File: src/rtl/pipe_ctrl_pkg.sv
// pipe_ctrl_pkg
// Shared definitions for the three-stage pipeline controller: opcode
// classes (instruction bits [6:2]), ALU operation codes, write-back and
// forwarding select encodings, the memory-handshake FSM state type and
// the per-instruction decode record produced by ctrl_decoder.
package pipe_ctrl_pkg;

    localparam logic [4:0] OPC_LOAD   = 5'b00000;
    localparam logic [4:0] OPC_STORE  = 5'b01000;
    localparam logic [4:0] OPC_OP     = 5'b01100;
    localparam logic [4:0] OPC_OP_IMM = 5'b00100;
    localparam logic [4:0] OPC_BRANCH = 5'b11000;
    localparam logic [4:0] OPC_JAL    = 5'b11011;
    localparam logic [4:0] OPC_JALR   = 5'b11001;
    localparam logic [4:0] OPC_AUIPC  = 5'b00101;
    localparam logic [4:0] OPC_LUI    = 5'b01101;

    localparam logic [3:0] ALU_ADD    = 4'b0000;
    localparam logic [3:0] ALU_SUB    = 4'b1000;
    localparam logic [3:0] ALU_SLL    = 4'b0001;
    localparam logic [3:0] ALU_SLT    = 4'b0010;
    localparam logic [3:0] ALU_SLTU   = 4'b0011;
    localparam logic [3:0] ALU_XOR    = 4'b0100;
    localparam logic [3:0] ALU_SRL    = 4'b0101;
    localparam logic [3:0] ALU_SRA    = 4'b1101;
    localparam logic [3:0] ALU_OR     = 4'b0110;
    localparam logic [3:0] ALU_AND    = 4'b0111;
    localparam logic [3:0] ALU_PASS_B = 4'b1111;

    localparam logic [1:0] WB_ALU = 2'b00;
    localparam logic [1:0] WB_MEM = 2'b01;
    localparam logic [1:0] WB_PC4 = 2'b10;

    localparam logic [1:0] FORW_RF  = 2'b00;
    localparam logic [1:0] FORW_ALU = 2'b01;
    localparam logic [1:0] FORW_MEM = 2'b10;

    typedef enum logic [1:0] {
        ST_RUN  = 2'b00,
        ST_WAIT = 2'b01,
        ST_ERR  = 2'b10
    } mem_state_t;

    // Class flags are only ever set for valid words (bits[1:0] = 11).
    typedef struct packed {
        logic       valid;
        logic       is_op;
        logic       is_op_imm;
        logic       is_load;
        logic       is_store;
        logic       is_branch;
        logic       is_jal;
        logic       is_jalr;
        logic       is_auipc;
        logic       is_lui;
        logic       writes_rd;
        logic [4:0] rd;
        logic [4:0] rs1;
        logic [4:0] rs2;
        logic [2:0] f3;
        logic       f7_5;
    } instr_info_t;

endpackage

File: src/rtl/pipe_ctrl_decoder.sv
// ctrl_decoder
// Purely combinational field/class decode of one 32-bit instruction word.
// Used twice by pipe_ctrl: once for the D/E word, once for the W word.
// Ports:
//   instr  in   32  instruction word
//   info   out      decoded record (validity, class flags, rd/rs1/rs2, f3, f7[5])
module ctrl_decoder
    import pipe_ctrl_pkg::*;
(
    input  logic [31:0] instr,
    output instr_info_t info
);

    logic unused_instr_bits;

    assign unused_instr_bits = ^{instr[31], instr[29:25]};

    // Field extraction is unconditional; class flags need a valid word so a
    // reset all-zero word decodes as a bubble.
    always_comb begin
        info      = '0;
        info.valid = (instr[1:0] == 2'b11);
        info.rd    = instr[11:7];
        info.rs1   = instr[19:15];
        info.rs2   = instr[24:20];
        info.f3    = instr[14:12];
        info.f7_5  = instr[30];
        if (info.valid) begin
            case (instr[6:2])
                OPC_OP:     info.is_op     = 1'b1;
                OPC_OP_IMM: info.is_op_imm = 1'b1;
                OPC_LOAD:   info.is_load   = 1'b1;
                OPC_STORE:  info.is_store  = 1'b1;
                OPC_BRANCH: info.is_branch = 1'b1;
                OPC_JAL:    info.is_jal    = 1'b1;
                OPC_JALR:   info.is_jalr   = 1'b1;
                OPC_AUIPC:  info.is_auipc  = 1'b1;
                OPC_LUI:    info.is_lui    = 1'b1;
                default:    info.valid     = 1'b1;
            endcase
        end
        info.writes_rd = info.is_op | info.is_op_imm | info.is_load | info.is_jal |
                         info.is_jalr | info.is_auipc | info.is_lui;
    end

endmodule

File: src/rtl/pipe_ctrl.sv
// pipe_ctrl
// Central controller of the Fetch / Decode-Execute / Memory-Writeback
// pipeline: datapath decode, forwarding, register write-enable, data-memory
// handshake with wait states and timeout, and pipeline stall/flush.
// Optional feature macro: PIPE_CTRL_PERF_EN adds wrapping 32-bit counters
// perf_stall_cnt (stall cycles) and perf_flush_cnt (flush pulses).
// Parameters:
//   MAX_WAIT  WAIT cycles tolerated before the sticky timeout error (1..255)
// Ports:
//   clk, rst (synchronous, active-low)
//   instr_d, instr_w    D/E and W instruction words
//   br_taken, dmem_ack  branch result for instr_d, memory completion
//   dmem_req, dmem_we   W memory request / store
//   A_sel, B_sel, ALUctrl         ALU operand selects and operation
//   forw_a, forw_b                forwarding selects
//   reg_wr, wb_sel                register write enable and source
//   stall, flush, mem_err         pipeline control and timeout error
module pipe_ctrl
    import pipe_ctrl_pkg::*;
#(
    parameter int unsigned MAX_WAIT = 15
) (
    input  logic        clk,
    input  logic        rst,
    input  logic [31:0] instr_d,
    input  logic [31:0] instr_w,
    input  logic        br_taken,
    input  logic        dmem_ack,
    output logic        dmem_req,
    output logic        dmem_we,
    output logic        A_sel,
    output logic        B_sel,
    output logic [3:0]  ALUctrl,
    output logic [1:0]  forw_a,
    output logic [1:0]  forw_b,
    output logic        reg_wr,
    output logic [1:0]  wb_sel,
    output logic        stall,
    output logic        flush,
    output logic        mem_err
`ifdef PIPE_CTRL_PERF_EN
    ,
    output logic [31:0] perf_stall_cnt,
    output logic [31:0] perf_flush_cnt
`endif
);

    localparam logic [7:0] MAX_WAIT_C = 8'(MAX_WAIT);

    instr_info_t dec_d;
    instr_info_t dec_w;
    mem_state_t  state_q, state_d;
    logic [7:0]  wait_cnt_q, wait_cnt_d;
    logic        w_valid_q;
    logic        flush_q;
    logic        req_int;
    logic        stall_int;
    logic        flush_set;
    logic        unused_dec;

    ctrl_decoder u_dec_d (.instr(instr_d), .info(dec_d));
    ctrl_decoder u_dec_w (.instr(instr_w), .info(dec_w));

    assign unused_dec = ^{dec_d, dec_w};

    // A load in W delivers its data through the memory path, everything
    // else that writes rd through the ALU-result path.
    function automatic logic [1:0] fwd_sel(input logic [4:0] rs, input instr_info_t w,
                                           input logic w_valid);
        if (rs != 5'd0 && rs == w.rd && w_valid && w.writes_rd)
            return w.is_load ? FORW_MEM : FORW_ALU;
        return FORW_RF;
    endfunction

    // D/E decode; unrecognised or invalid words and reset force all zeros.
    always_comb begin
        A_sel   = 1'b0;
        B_sel   = 1'b0;
        ALUctrl = ALU_ADD;
        if (rst) begin
            if (dec_d.is_op) begin
                A_sel   = 1'b1;
                ALUctrl = {dec_d.f7_5, dec_d.f3};
            end else if (dec_d.is_op_imm) begin
                A_sel   = 1'b1;
                B_sel   = 1'b1;
                ALUctrl = {(dec_d.f3 == 3'b101) ? dec_d.f7_5 : 1'b0, dec_d.f3};
            end else if (dec_d.is_load | dec_d.is_store | dec_d.is_jalr) begin
                A_sel = 1'b1;
                B_sel = 1'b1;
            end else if (dec_d.is_branch | dec_d.is_jal | dec_d.is_auipc) begin
                B_sel = 1'b1;
            end else if (dec_d.is_lui) begin
                A_sel   = 1'b1;
                B_sel   = 1'b1;
                ALUctrl = ALU_PASS_B;
            end
        end
    end

    // Memory handshake: RUN -> WAIT on an unacknowledged request, WAIT
    // counts unacknowledged cycles and gives up into ERR, which only reset
    // leaves.
    always_comb begin
        state_d    = state_q;
        wait_cnt_d = wait_cnt_q;
        req_int    = w_valid_q & (dec_w.is_load | dec_w.is_store) & (state_q != ST_ERR);
        stall_int  = (req_int & ~dmem_ack) | (state_q == ST_ERR);
        case (state_q)
            ST_RUN: begin
                if (req_int && !dmem_ack) begin
                    state_d    = ST_WAIT;
                    wait_cnt_d = '0;
                end
            end
            ST_WAIT: begin
                if (dmem_ack) begin
                    state_d = ST_RUN;
                end else begin
                    wait_cnt_d = wait_cnt_q + 8'd1;
                    if (wait_cnt_d == MAX_WAIT_C)
                        state_d = ST_ERR;
                end
            end
            ST_ERR:  state_d = ST_ERR;
            default: state_d = ST_RUN;
        endcase
    end

    // A shadow jump right after a flush must not re-flush; a stalled jump
    // waits until the stall drops.
    assign flush_set = (dec_d.is_jal | dec_d.is_jalr | (dec_d.is_branch & br_taken)) &
                       ~stall_int & ~flush_q;

    always_ff @(posedge clk) begin
        if (!rst) begin
            state_q    <= ST_RUN;
            wait_cnt_q <= '0;
            w_valid_q  <= 1'b0;
            flush_q    <= 1'b0;
        end else begin
            state_q    <= state_d;
            wait_cnt_q <= wait_cnt_d;
            flush_q    <= flush_set;
            if (!stall_int)
                w_valid_q <= dec_d.valid & ~flush_q;
        end
    end

    // Outputs are forced low while reset is held so nothing leaks out of
    // the pipeline during reset.
    always_comb begin
        wb_sel = WB_ALU;
        if (rst && dec_w.is_load)
            wb_sel = WB_MEM;
        else if (rst && (dec_w.is_jal | dec_w.is_jalr))
            wb_sel = WB_PC4;
    end

    assign forw_a   = rst ? fwd_sel(dec_d.rs1, dec_w, w_valid_q) : FORW_RF;
    assign forw_b   = rst ? fwd_sel(dec_d.rs2, dec_w, w_valid_q) : FORW_RF;
    assign dmem_req = rst & req_int;
    assign dmem_we  = rst & dec_w.is_store;
    assign stall    = rst & stall_int;
    assign reg_wr   = rst & w_valid_q & dec_w.writes_rd & (dec_w.rd != 5'd0) & ~stall_int;
    assign flush    = rst & flush_q;
    assign mem_err  = rst & (state_q == ST_ERR);

`ifdef PIPE_CTRL_PERF_EN
    always_ff @(posedge clk) begin
        if (!rst) begin
            perf_stall_cnt <= '0;
            perf_flush_cnt <= '0;
        end else begin
            if (stall)
                perf_stall_cnt <= perf_stall_cnt + 32'd1;
            if (flush_q)
                perf_flush_cnt <= perf_flush_cnt + 32'd1;
        end
    end
`endif

endmodule

File: config.mk
export PLATFORM = sky130hd
export DESIGN_NAME = pipe_ctrl
export DESIGN_NICKNAME = d
export VERILOG_FILES = /design/src/rtl/pipe_ctrl_pkg.sv /design/src/rtl/pipe_ctrl_decoder.sv /design/src/rtl/pipe_ctrl.sv
export SDC_FILE = /design/constraint.sdc
export NUM_CORES = 1
export LEC_CHECK = 0
export ABC_AREA = 1
export CORE_ASPECT_RATIO = 1.75
export CORE_MARGIN = 1.5
export CORE_UTILIZATION = 35
export DETAILED_ROUTE_END_ITERATION = 8
export PLACE_DENSITY = 0.81
export SLEW_MARGIN = 20
export SYNTH_ARGS = -nofsm -noshare
export SYNTH_HDL_FRONTEND = slang
export SYNTH_SLANG_ARGS = --single-unit
File: constraint.sdc
create_clock -name clk -period 1.69 [get_ports clk]
set_input_delay 0.2535 -clock clk [delete_from_list [all_inputs] [get_ports clk]]
set_output_delay 0.2535 -clock clk [all_outputs]
set_load 0.1 [all_outputs]
### Cells colored by class, run 1

Fill, decap, tap and diode cells in gray.
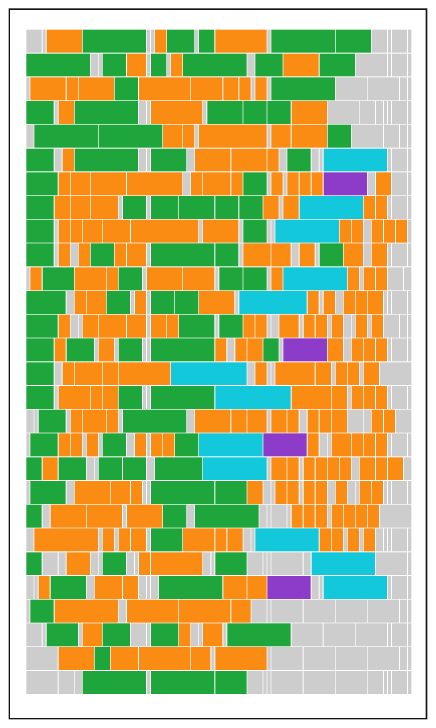
| class | color | cells | share of their area |
|---|---|---|---|
| other buffers and delay cells | green | 91 | 38% |
| all other logic | orange | 210 | 50% |
| clock drivers and dummy loads | purple | 4 | 2.1% |
| flops | cyan | 12 | 9.6% |
Core Region: 0.00336 sq mm
post-layout util: 78.9%
fraction of area in registers: 9.39%
Placement Rows: 28
final std cell area, no fill: 0.00265 sq mm

### Clock wires, drivers and flops, run 1

The bar under the picture is 10 um long.
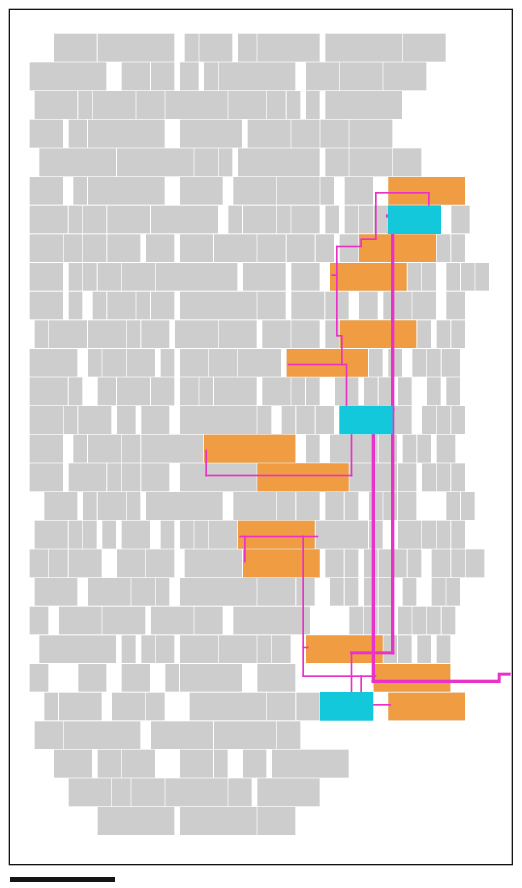
[cells driving clock nets] cyan | count: 3
[flip-flops] orange | count: 12
[clock wires] magenta | length: 194 um
routed clock nets: 4
part of the power in the clock network: 36.2%
Clock net power: 0.318 mW
clock network latency to the later pin of the worst-skew pair: 250 ps

==> run notes, run 1 <==
Purpose: to document the outcome of synthesis and place and route.

CTS
The clock drives 12 sinks. The H-tree depth is 1. Once the clock tree was built, the setup fixing pass inserted 11 buffers.

Routing
The first detailed-routing pass ran for 6 iterations. The routed layout has 1,832 vias. The routed length on met3 is 207 um. In the per-layer summary, the met1 wirelength comes to 1560 um. For this run, the detailed router reports a per-instance via density of 5.06.

Layout
The share of layout cells above drive strength 1 is 44.8%. The growth of design area from synthesis to finish is 117%. Leaving out buffers and inverters, the combinational logic in the layout accounts for approximately 0.0011 sq mm. The top logic cell by instance count in the layout is nand2_1. The sequential cell area is 249 sq um. In the final design, more cell area goes to logic gates than to any other class.

Floorplanning
Before placement the cells fill between 30% and 40% of the core. According to the floorplan report, the total die area is a little under 0.004 sq mm.

Global routing
Entering global routing, the biggest net connects 13 pins. The overall routing resource usage is between 20 and 30%. The initial antenna violation count is 0. On met2, the global router reports a usage of between 50% and 60%.

The via count of the first global-routing pass was approximately 1,800.

Critical path
The worst path required time is 1440 ps. The category of the critical setup timing path is reg -> out. Looking at the reg2reg group, the worst path ends at state_q[0]. The worst setup path is launched from a flip-flop. The buffers plus inverters on the worst setup path is 2. Logic depth along the worst register-to-register path is recorded as 8.

STA lists the startpoint of the worst register-to-register path as wait_cnt_q[1].

Hold path
The worst hold path class is reg -> reg. The hold path startpoint is flush_q.

Status
The run finished, with violations left. The final reports fail on setup timing.

Logic synthesis
The predominant post-synthesis flop cell is dfxtp_1. The cell-mix breakdown from Yosys lists the XOR/XNOR area share as about 1.4%. The post-synthesis simple-gate area fraction is a little under half. The count of flip-flops with a built-in enable after synthesis is 0.

The mapped netlist covers around 0.0012 sq mm. In this run, the synthesized area fraction spent on AND-OR/OR-AND gates is recorded as roughly 15%. The Yosys chip area is 0.00122 sq mm. The post-synthesis sequential area ratio is roughly a fifth. The area share of fa/ha/maj cells after synthesis is between 2 and 2.5%. The synthesis log from Yosys contains 0 warnings.

Yosys reports the multiplexer fraction of the synthesized area as 0%. The number of nets handed over by synthesis was around 300.

Final timing
The setup TNS is -605 ps. The ratio of final minimum period to clock period is 113%. The final timing report gives a worst setup slack of -218 ps. The setup-violating endpoint count in the final report is 6.

Place
The placer congestion estimate is slightly above 0.8. After detailed placement, the design holds a cell count of about 350.

Power and ir drop
The reported combinational group power is between 0.2 and 0.3 mW. The part of the total power dissipated in sequential elements is around a third. The total internal power is approximately 0.62 mW.
### Ports around the boundary, run 1

Pins as bars across the die edge, other pins in gray.
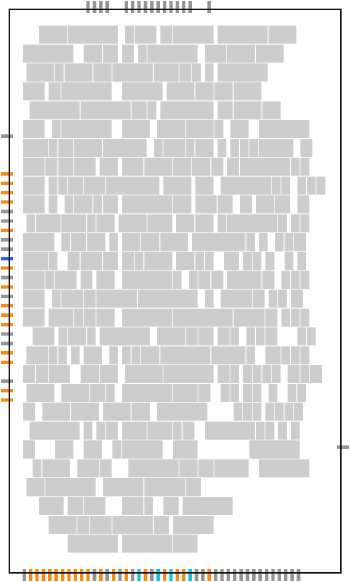
| port | color | pins | direction | edge |
|---|---|---|---|---|
| ALUctrl | cyan | 4 | output | south |
| instr_d | orange | 32 | input | 18 south, 14 west |
| stall | blue | 1 | output | west |
all pins by edge: 44 south, 25 west, 16 north, 1 east
die height: 81.1 um
Horiz. Die Dim: 47.6 um
port bufs: 54

==> run 1 -> run 2 <==
Settings changed: ABC_AREA 1 to default, CORE_UTILIZATION 35 to 33, MAX_ROUTING_LAYER from default to met4, PLACE_DENSITY 0.81 to 0.8.
### Placement view, run 2

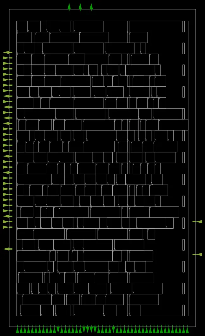
post-layout util: 74.8%
tally of non-filler cells in the final layout: 285
Placement Rows: 27

### Routed metal, one color a layer, run 2

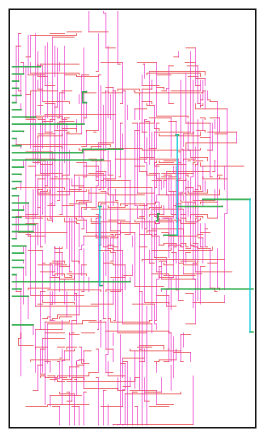
| layer | color | wire length |
|---|---|---|
| met1 | red | 1,370 um |
| met4 | cyan | 59.2 um |
| met3 | green | 182 um |
| met2 | magenta | 2,310 um |
overall via count from detail_route: 1,501
routed length per placed instance: 13.8 um
Tot GR Track Use: 24.8%
post-detailed-routing wire length: 3920 um

==> run 2 against run 1 <==
The flow now finishes without violations. Critical path type is now in -> out. Largest cell class unchanged. Clock skew decreased by 4.0 ps. Flip-flop count stayed put. Critical endpoint is now forw_a[0]. Final cell count shrank 21%.
==> run notes, run 2 <==
Purpose: to document the outcome of synthesis and place and route.

Logic synthesis
The post-synthesis share of cell area spent on and-or and or-and gates is roughly 22%. The net count after synthesis is approximately 220. The cell area after synthesis is 0.00109 sq mm. For reference, full adder, half adder and majority cells occupy 2.29% of the area reported after synthesis.

The number of warning messages in the yosys log is 0. The multiplexer fraction of the synthesized cell area is around 1.8%. The cell-mix breakdown from Yosys lists the XOR/XNOR area share as about 8.0%.

Summing the areas of all and, or, nand and nor instances in the mapped netlist gives ~39% of the synthesized area. The count of flip-flops with a built-in enable after synthesis is 0.

Critical path
The worst path required time is 1440 ps. STA classifies the critical path startpoint as an input pin. The endpoint of the lowest-slack register-to-register path is state_q[0]. The worst register-to-register path depth is 6. For the worst reg-to-reg path, the startpoint reported by OpenROAD is wait_cnt_q[0].

Power and ir drop
The relative contribution of the clock network to total power is between 30% and 40%. The power dissipated in the clock network is approximately 0.32 mW.

Final timing
For the final routed database, the setup TNS stands at 0 ps. The setup-violating endpoint count in the final report is 0. Across all setup checks in the final design, the least slack found is approximately 14 ps. The final timing summary puts the cycle share of the worst path at ~100%.

Routing
After detailed routing, the number of vias per cell comes to 5.27. The number of detailed-routing iterations run before antenna repair is 4.

Layout
Sequential cells make up 10.3% of the cell area. The layout report lists the combined flip-flop and latch area as 243 sq um. The growth of design area from synthesis to finish is 115%. The combinational gate area is about 0.0010 sq mm.

Floorplanning
In this run the horizontal extent of the chip is roughly 46 um. The total die area is approximately 0.0037 sq mm. The region available for standard cell placement spans around 0.0031 sq mm.

CTS
The later pin in the worst-skew pair is clocked with a latency of about 240 ps. The number of clock sinks is 12. The post-CTS repair timing setup buffer count is 4.

Place
The count of input and output buffers is ~54. The placer congestion estimate is 0.876. The post-placement cell count is 276.

Hold path
The path class of the tightest hold or removal check is in -> reg.

Global routing
The initial antenna violation count came to 0.

Status
The flow ran to the end, and the final reports show no timing, DRC or antenna violations.
==> run 2 -> run 3 <==
Settings changed: CORE_MARGIN 1.5 to 3.
### Clock wires, drivers and flops, run 3

The bar under the picture is 10 um long.
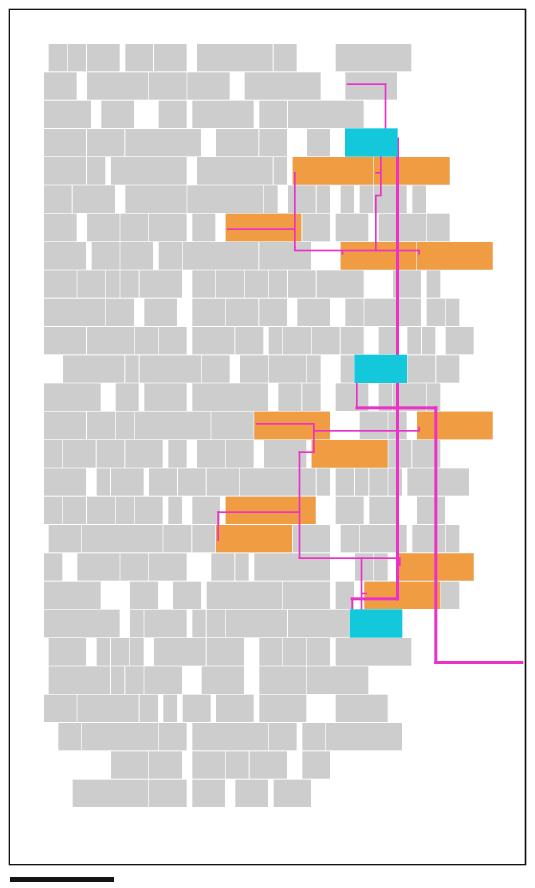
[clock wires] magenta | length: 209 um
[flip-flops] orange | count: 12
[cells driving clock nets] cyan | count: 3
routed clock nets: 4
Clock Skew: 4.14 ps
Clock net power: 0.324 mW
part of the power in the clock network: 36.8%

### Cells colored by class, run 3

Fill, decap, tap and diode cells in gray.
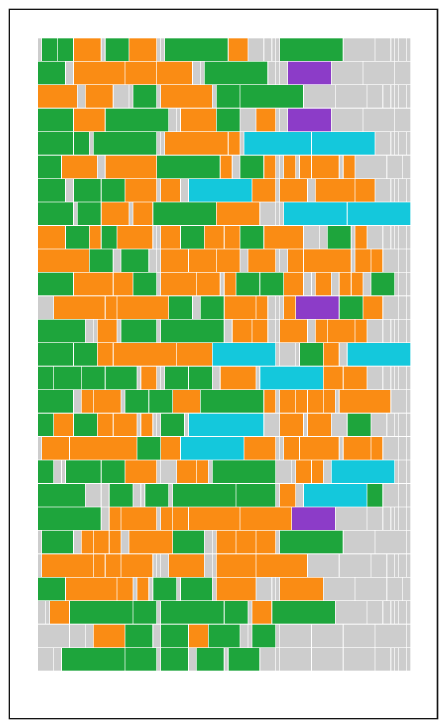
| class | color | cells | share of their area |
|---|---|---|---|
| flops | cyan | 12 | 10% |
| clock drivers and dummy loads | purple | 4 | 2.3% |
| all other logic | orange | 137 | 47% |
| other buffers and delay cells | green | 92 | 41% |
fraction of area in registers: 10.0%
post-layout util: 77.1%

==> run 3 against run 2 <==
Area after synthesis unchanged. Synthesized cell count unchanged. Total power increased by 3.5%. Largest cell class unchanged. The run now ends with setup timing left. Clock skew increased by 1.4 ps. Fmax decreased by 5.9%. Critical endpoint is now forw_a[1]. Sequential power about the same.
==> run notes, run 3 <==
Purpose: to document the outcome of synthesis and place and route.

Status
The flow ran to the end, but the final reports show violations. The checks that failed: setup timing.

Routing
The script logs the ratio of routed vias to standard cells as 5.55. The average wire length per cell after detail routing is between 15 and 20 um. The overall routed net length is ~4900 um. The first TritonRoute pass finished after 4 iterations. The routed length on met3 is around 190 um.

The total via count after detailed routing is 1,599. Once detail routing completed, the nets flagged for antenna violations numbered 0. After detailed routing, the wire length on met1 is about 1700 um.

Logic synthesis
The predominant post-synthesis flop cell is dfxtp_1. The stat command in Yosys gives a chip area of between 0.001 and 0.0015 sq mm. The post-synthesis simple-gate area fraction is 39.4%. The warning tally printed by Yosys for this design is 0. In this run, the synthesized area fraction spent on xor and xnor cells is recorded as around 8%. The synthesized netlist occupies a cell area of ~0.0011 sq mm. The multiplexer fraction of the synthesized cell area is 1.83%. Sequential elements use a little over a fifth of the synthesized area. Summing the areas of all compound-gate instances in the mapped netlist gives between 20% and 30% of the synthesized area.

The area share of fa/ha/maj cells after synthesis is 2.29%. The synthesized netlist net count is between 200 and 250.

Critical path
The cell family contributing the most delay on the critical path is simple AND/OR/NAND/NOR gates. The buffers plus inverters on the worst setup path is 3. The worst setup path is launched from an input pin. The endpoint of the lowest-slack register-to-register path is state_q[0]. The critical path endpoint has a required time of 1440 ps. The category of the critical setup timing path is in -> out.

The launching point of the worst reg2reg path is wait_cnt_q[0]. The cell count of the worst reg-to-reg path is 6.

Layout
The most common logic cell in the final layout is buf_4. The area taken by sequential standard cells is reported as about 250 sq um. The growth of design area from synthesis to finish is 124%. The combinational gate area is 0.00110 sq mm.

The cell group occupying the most layout area is logic gates. The final standard cell area without fillers is between 0.002 and 0.0025 sq mm. The number of non-filler instances in the completed layout is about 290. Cells with a size suffix above 1 make up 51.4% of the layout.

Global routing
Entering global routing, the biggest net connects 13 pins. The initial antenna violation count is 0. The via count of the first global-routing pass is ~1,600. The met3 capacity usage during global routing is between 3 and 4%. For met2 alone, demand over resource in global routing was about 44%. The global routing report lists combined usage of all routing layers as a little under a quarter.

CTS
Per the skew report, the later register of the worst-skew pair sees a clock latency of between 200 and 300 ps. Looking at the clock tree report, the H-tree level count equals 1. The number of clock sinks is 12.

TritonCTS built the clock tree. The post-CTS repair timing setup buffer count is 3.

Floorplanning
The row count is 27. The share of the core area taken by cells at floorplan is 34.4%. The die span in y is 82.1 um.

Per the OpenROAD floorplan log, the area of the die is between 0.004 and 0.005 sq mm. According to the floorplan report, the placeable core area is roughly 0.0032 sq mm. The floorplan step set the die width to a little under 50 um.

Power and ir drop
For the combinational group, total power comes out at 0.271 mW. The part of the total power dissipated in sequential elements is around a third. The net switching power is between 0.2 and 0.3 mW.

Combinational logic burns between 30 and 40% of the power. The total internal power is 0.627 mW.

Place
The count of input and output buffers is ~54. The worst-case setup slack after placement is -508 ps. The post-placement cell count is between 200 and 300.

At the end of routability-driven placement, the weighted congestion stood at approximately 0.8. The HPWL after detailed placement is 3440 um.

Final timing
Setup repair after global routing could not meet its margin everywhere. Setup total negative slack on the finished layout was measured at -103 ps. Setup slack on the critical path of the routed design comes to -90.2 ps. The ratio of final minimum period to clock period is 105%. The setup-violating endpoint count in the final report is 3.

Hold path
In this run the most critical hold path is launched from flush_q. The worst hold path class is reg -> reg. The cell depth of the worst hold path is 1.
Power figures rest on the tool's default switching activity, not on a simulated workload.
